## src/rtl/store_buffer.sv

```systemverilog
// store_buffer
//
// Post-commit store buffer. It sits between the ROB store-commit port and
// data memory. Retired stores are queued in program order and written to
// memory one at a time over a req/ack handshake. Younger loads that probe
// the buffer get forwarded data, or a conflict flag when the youngest
// matching store only partially covers them. Committed stores are
// architectural, so nothing here can flush the queue.
//
// Ports:
//   clk, reset          rising-edge clock, asynchronous active-high reset
//   commit_*            store pushed by the ROB; commit_stall = buffer full
//   mem_*               head-entry write request; mem_ack pops the head
//   load_*              combinational forwarding probe
//   fwd_hit/value       load fully covered by the youngest matching store
//   fwd_conflict        partial overlap with a byte store; load must stall
//   empty               nothing held (fences, drain waits)

module store_buffer #(
    parameter int ADDRESS_SIZE  = 32,
    parameter int REGISTER_SIZE = 32,
    parameter int ENTRIES       = 4,
    parameter int PTR_SIZE      = 2
) (
    input  logic                     clk,
    input  logic                     reset,
    input  logic                     commit_req,
    input  logic [ADDRESS_SIZE-1:0]  commit_address,
    input  logic [REGISTER_SIZE-1:0] commit_data,
    input  logic                     commit_b,
    output logic                     commit_stall,
    output logic                     mem_req,
    output logic [ADDRESS_SIZE-1:0]  mem_address,
    output logic [REGISTER_SIZE-1:0] mem_data,
    output logic                     mem_b,
    input  logic                     mem_ack,
    input  logic [ADDRESS_SIZE-1:0]  load_address,
    input  logic                     load_b,
    input  logic                     load_valid,
    output logic                     fwd_hit,
    output logic [REGISTER_SIZE-1:0] fwd_value,
    output logic                     fwd_conflict,
    output logic                     empty
);

    logic [ENTRIES-1:0]       valid_q;
    logic [ADDRESS_SIZE-1:0]  addr_q [ENTRIES];
    logic [REGISTER_SIZE-1:0] data_q [ENTRIES];
    logic [ENTRIES-1:0]       b_q;

    logic [PTR_SIZE-1:0] head_q, head_d;
    logic [PTR_SIZE-1:0] tail_q, tail_d;
    logic [PTR_SIZE:0]   count_q, count_d;

    logic push, pop;

    assign commit_stall = (count_q == (PTR_SIZE + 1)'(ENTRIES));
    assign empty        = (count_q == '0);
    assign mem_req      = !empty;
    assign push         = commit_req && !commit_stall;
    assign pop          = mem_req && mem_ack;

    // Head fields are masked when idle so stale drained data never shows.
    assign mem_address = mem_req ? addr_q[head_q] : '0;
    assign mem_data    = mem_req ? data_q[head_q] : '0;
    assign mem_b       = mem_req && b_q[head_q];

    always_comb begin
        head_d  = head_q;
        tail_d  = tail_q;
        count_d = count_q;
        if (push) tail_d = tail_q + 1'b1;
        if (pop)  head_d = head_q + 1'b1;
        if (push && !pop)      count_d = count_q + 1'b1;
        else if (pop && !push) count_d = count_q - 1'b1;
    end

    always_ff @(posedge clk or posedge reset) begin
        if (reset) begin
            head_q  <= '0;
            tail_q  <= '0;
            count_q <= '0;
            valid_q <= '0;
            b_q     <= '0;
            for (int i = 0; i < ENTRIES; i++) begin
                addr_q[i] <= '0;
                data_q[i] <= '0;
            end
        end else begin
            head_q  <= head_d;
            tail_q  <= tail_d;
            count_q <= count_d;
            // Push and pop never hit the same slot: a push needs a free slot,
            // a pop needs an occupied one.
            if (push) begin
                valid_q[tail_q] <= 1'b1;
                addr_q[tail_q]  <= commit_address;
                data_q[tail_q]  <= commit_data;
                b_q[tail_q]     <= commit_b;
            end
            if (pop) valid_q[head_q] <= 1'b0;
        end
    end

    // Forwarding: walk oldest to youngest so the last match is the youngest.
    logic [PTR_SIZE-1:0]      idx;
    logic [PTR_SIZE-1:0]      sel;
    logic                     found;
    logic [ADDRESS_SIZE-1:0]  sel_addr;
    logic [REGISTER_SIZE-1:0] sel_data;
    logic [7:0]               sel_lane;

    always_comb begin
        idx   = '0;
        sel   = '0;
        found = 1'b0;
        for (int i = 0; i < ENTRIES; i++) begin
            idx = head_q + PTR_SIZE'(i);
            if (valid_q[idx] &&
                addr_q[idx][ADDRESS_SIZE-1:2] == load_address[ADDRESS_SIZE-1:2]) begin
                found = 1'b1;
                sel   = idx;
            end
        end
    end

    assign sel_addr = addr_q[sel];
    assign sel_data = data_q[sel];
    assign sel_lane = sel_data[{load_address[1:0], 3'b000} +: 8];

    always_comb begin
        fwd_hit      = 1'b0;
        fwd_conflict = 1'b0;
        fwd_value    = '0;
        if (load_valid && found) begin
            if (!b_q[sel]) begin
                fwd_hit   = 1'b1;
                fwd_value = load_b ? {{(REGISTER_SIZE-8){1'b0}}, sel_lane} : sel_data;
            end else if (load_b && sel_addr[1:0] == load_address[1:0]) begin
                fwd_hit   = 1'b1;
                fwd_value = {{(REGISTER_SIZE-8){1'b0}}, sel_data[7:0]};
            end else begin
                fwd_conflict = 1'b1;
            end
        end
    end

endmodule

```

## config.mk

```make
export PLATFORM = sky130hd
export DESIGN_NAME = store_buffer
export DESIGN_NICKNAME = d
export VERILOG_FILES = /design/src/rtl/store_buffer.sv
export SDC_FILE = /design/constraint.sdc
export NUM_CORES = 1
export LEC_CHECK = 0
export CAP_MARGIN = 0
export CELL_PAD_IN_SITES_DETAIL_PLACEMENT = 1
export CELL_PAD_IN_SITES_GLOBAL_PLACEMENT = 2
export CORE_AREA = 2 2 248 250
export DETAILED_ROUTE_END_ITERATION = 16
export DIE_AREA = 0 0 250 252
export GPL_TIMING_DRIVEN = 0
export MAX_ROUTING_LAYER = met4
export PLACE_DENSITY_LB_ADDON = 0.1
export SYNTH_ARGS = -nofsm -noshare
export SYNTH_HDL_FRONTEND = slang
export SYNTH_SLANG_ARGS = --single-unit
```

## constraint.sdc

```tcl
create_clock -name clk -period 7.8 [get_ports clk]
set_input_delay 0.78 -clock clk [delete_from_list [all_inputs] [get_ports clk]]
set_output_delay 0.78 -clock clk [all_outputs]
set_load 0.02 [all_outputs]
```

I/O pins on the die edge:
Pins as bars across the die edge, other pins in grey.
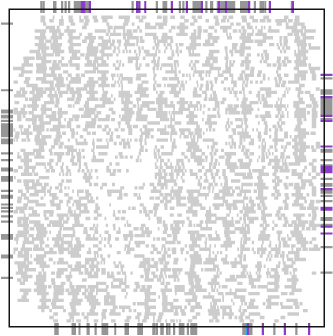
legend:
  commit_req:
    colour: cyan
    pins: 1
    direction: input
    edge: south
  mem_data:
    colour: purple
    pins: 32
    direction: output
    edge: 14 north, 14 east, 4 south
all pins by edge: 72 north, 49 south, 45 east, 39 west
Die Ht: 252 um
PortBufs: 181
Chip Width: 250 um

Clock wires, drivers and flops:
Scale bar: 100 um.
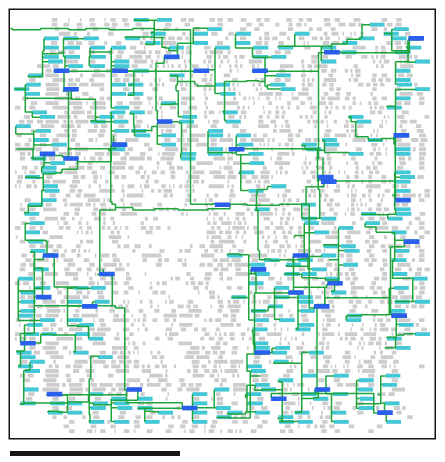
legend:
  clock wires:
    colour: green
    length: 4790 um
  clock drivers:
    colour: blue
    count: 37
  flip-flops:
    colour: cyan
    count: 271
flops lie: spread over the die

Clock nets:
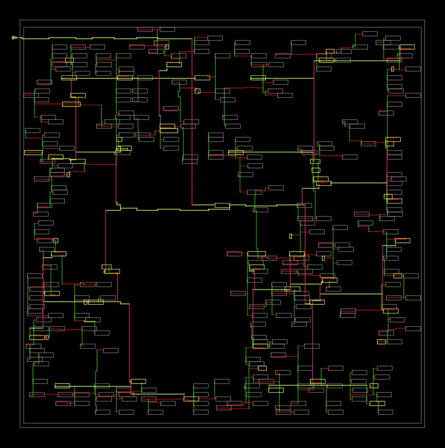
clock group total power: 1.79 mW
clk latency late pin: 0.57 ns
Num CTS Buffers: 37
Clock Sinks: 271
clkbuf count: 50

==> flow_summary.json <==
{
  "synthAoiAreaFrac": 0.1343,
  "crit_arrival_ns": 7.02,
  "outcome": "finished, final reports clean",
  "cts_root_buffer": "clkbuf_16",
  "crit_fanout": 10,
  "power_mw": 15.40,
  "finalWorstSetupSlack_ns": 0.003850,
  "reg2reg_from": "count_q[0]$_DFFE_PP0P_",
  "comb_share": 0.5224,
  "synth_top_cell_by_area": "dfrtp_1",
  "whs_ns": 0.4771,
  "warnings": 33,
  "initial_core_util": 0.3481,
  "reg.largest.list": "addr_q x128, data_q x128",
  "switching_share": 0.4716,
  "powerComb_mw": 10.4,
  "power_leader": "combinational cells",
  "clockNetworkAreaShare": 0.04684,
  "synth_area_um2": 20930,
  "crit_path_max_incr_delay_ns": 0.75,
  "met2_usage": 0.5370,
  "worstSetupStartpointType": "flop",
  "cp_common_cell": "clkbuf_1",
  "crit_type": "reg2out",
  "crit_slowest_cell": "clkbuf_1",
  "n_all_buffers": 416,
  "worstPathRequired_ns": 7.02,
  "drt-met1-wl_um": 42020,
  "dr_wl_met3_um": 4680,
  "hold_viol": 0,
  "crit_path_end_kind": "primary output",
  "flop_cell": "dfrtp_1",
  "peakVddDrop_mv": 0.2979,
  "clkPwrFrac": 0.116,
  "yosys_area_um2": 20930,
  "wl_um": 100400,
  "place_congestion": 0.9973,
  "synth.avg_cell_area_um2": 10.93,
  "rsz0062_at_grt": "true",
  "seq_area_um2": 6783,
  "postCtsHoldBufs": 0,
  "comb_area_um2": 14020,
  "syn2layout_area_growth_pct": 28.24,
  "powerSeq_mw": 3.19,
  "skew_ns": 0.02031,
  "numSequentialCells": 271,
  "seq_power_share": 0.207,
  "cts-htree-levels": 2,
  "hold_start": "count_q[2]$_DFFE_PP0P_",
  "grt_antenna_before_repair": 0,
  "period_needed_ns": 7.796,
  "nets": 2309,
  "num_tap_cells": 782,
  "p_leak_nw": 10.57,
  "yosysTopAreaCellShare": 0.3239,
  "post_cts_buffers": 33,
  "layout_top_cells": "272 x mux2_2, 270 x dfrtp_1, 150 x clkdlybuf4s50_1",
  "viasPerCell": 6.239,
  "worstSetupStartpoint": "head_q[0]$_DFFE_PP0P_",
  "final_layout_size_suffix_gt1_frac": 0.3245,
  "post_cts_resized": 248,
  "enable_flop_cells": 0,
  "grt.total_usage": 0.3233,
  "met2_length_um": 48580,
  "top_logic_kind": "multiplexers",
  "xor_area_frac": 0.04937,
  "crit_path_end": "mem_address[0]",
  "path_cells": "buf_12 -> buf_16 -> buf_16 -> buf_4 -> buf_4 -> buf_2 -> buf_1 -> clkbuf_1 -> clkbuf_1 -> clkdlybuf4s15_2 -> buf_2 -> clkbuf_1 -> mux4_2 -> and2_1 -> clkdlybuf4s50_1",
  "r2r_end": "addr_q[8]$_DFFE_PP0P_",
  "cts.path.max_buffers": 3,
  "final_common_cell": "mux2_2",
  "hpwl_um": 74930,
  "first_pass_iters": 5,
  "critPathBufInv": 13,
  "logic_gates": 1431,
  "ys_seq_share": 0.3239,
  "final_cell_area_um2": 26840,
  "synth_adder_area_share": 0.006336,
  "placed_area_um2": 23870,
  "drc": 0,
  "top_layer_used": "met4",
  "rrSetupSlack_ns": 4.15,
  "inverters": 39,
  "hold_path_depth": 1,
  "pre_cts_slack_ns": -4.407,
  "grt_max_degree": 44,
  "grt_pass1_wl_um": 143200,
  "drt-initial-drc-count": 1147,
  "most_common_cell": "mux2_2",
  "p_int_mw": 8.138,
  "largestClassByArea": "multi-input combinational cells",
  "synthSimpleGateAreaFrac": 0.09473,
  "rows": 90,
  "fmax_mhz": 128.3,
  "grt_pass1_vias": 19490,
  "sh_seq_area": 0.2527,
  "synthTopCellsByArea": "dfrtp_1 32%, mux2_2 15%, mux4_2 12%",
  "n_fill_cell": 6454,
  "place_inst": 2886,
  "crit_family": "buffers and inverters",
  "synth-seq-cells": 271,
  "min_delay_worst_endpoint": "count_q[2]$_DFFE_PP0P_",
  "yosys-stat-cells": 1915,
  "synthCells": 1915,
  "final-nonclk-buf-share": 0.1357,
  "synthArstFlopShare": 1.000,
  "diodes": 0,
  "setup_viol": 0
}
Sequential cells coloured by netlist name:
Other sequential cells in the stronger grey, the rest of the logic in the fainter grey.
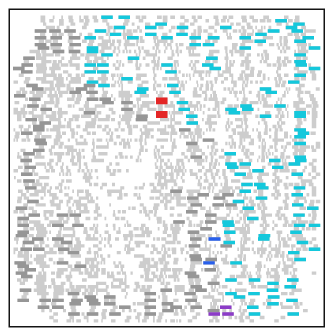
legend:
  head_q:
    colour: blue
    placed_flops: 2
  count_q:
    colour: purple
    placed_flops: 3
  data_q:
    colour: cyan
    placed_flops: 128
  b_q:
    colour: red
    placed_flops: 4
not coloured: 134

Signal wires by layer:
Scale bar: 100 um.
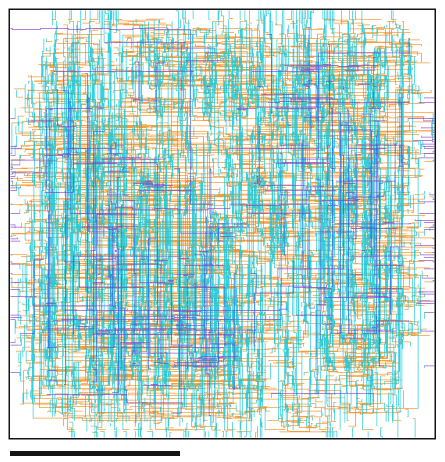
legend:
  metal 3:
    colour: purple
    wire_length: 4680 um
  metal 1:
    colour: orange
    wire_length: 42.0 mm
  metal 2:
    colour: cyan
    wire_length: 48.6 mm
  metal 4:
    colour: blue
    wire_length: 5100 um
via count: 18720
average routed wire per standard cell: 33.45 um

Power is estimated from default activity; no workload was simulated.
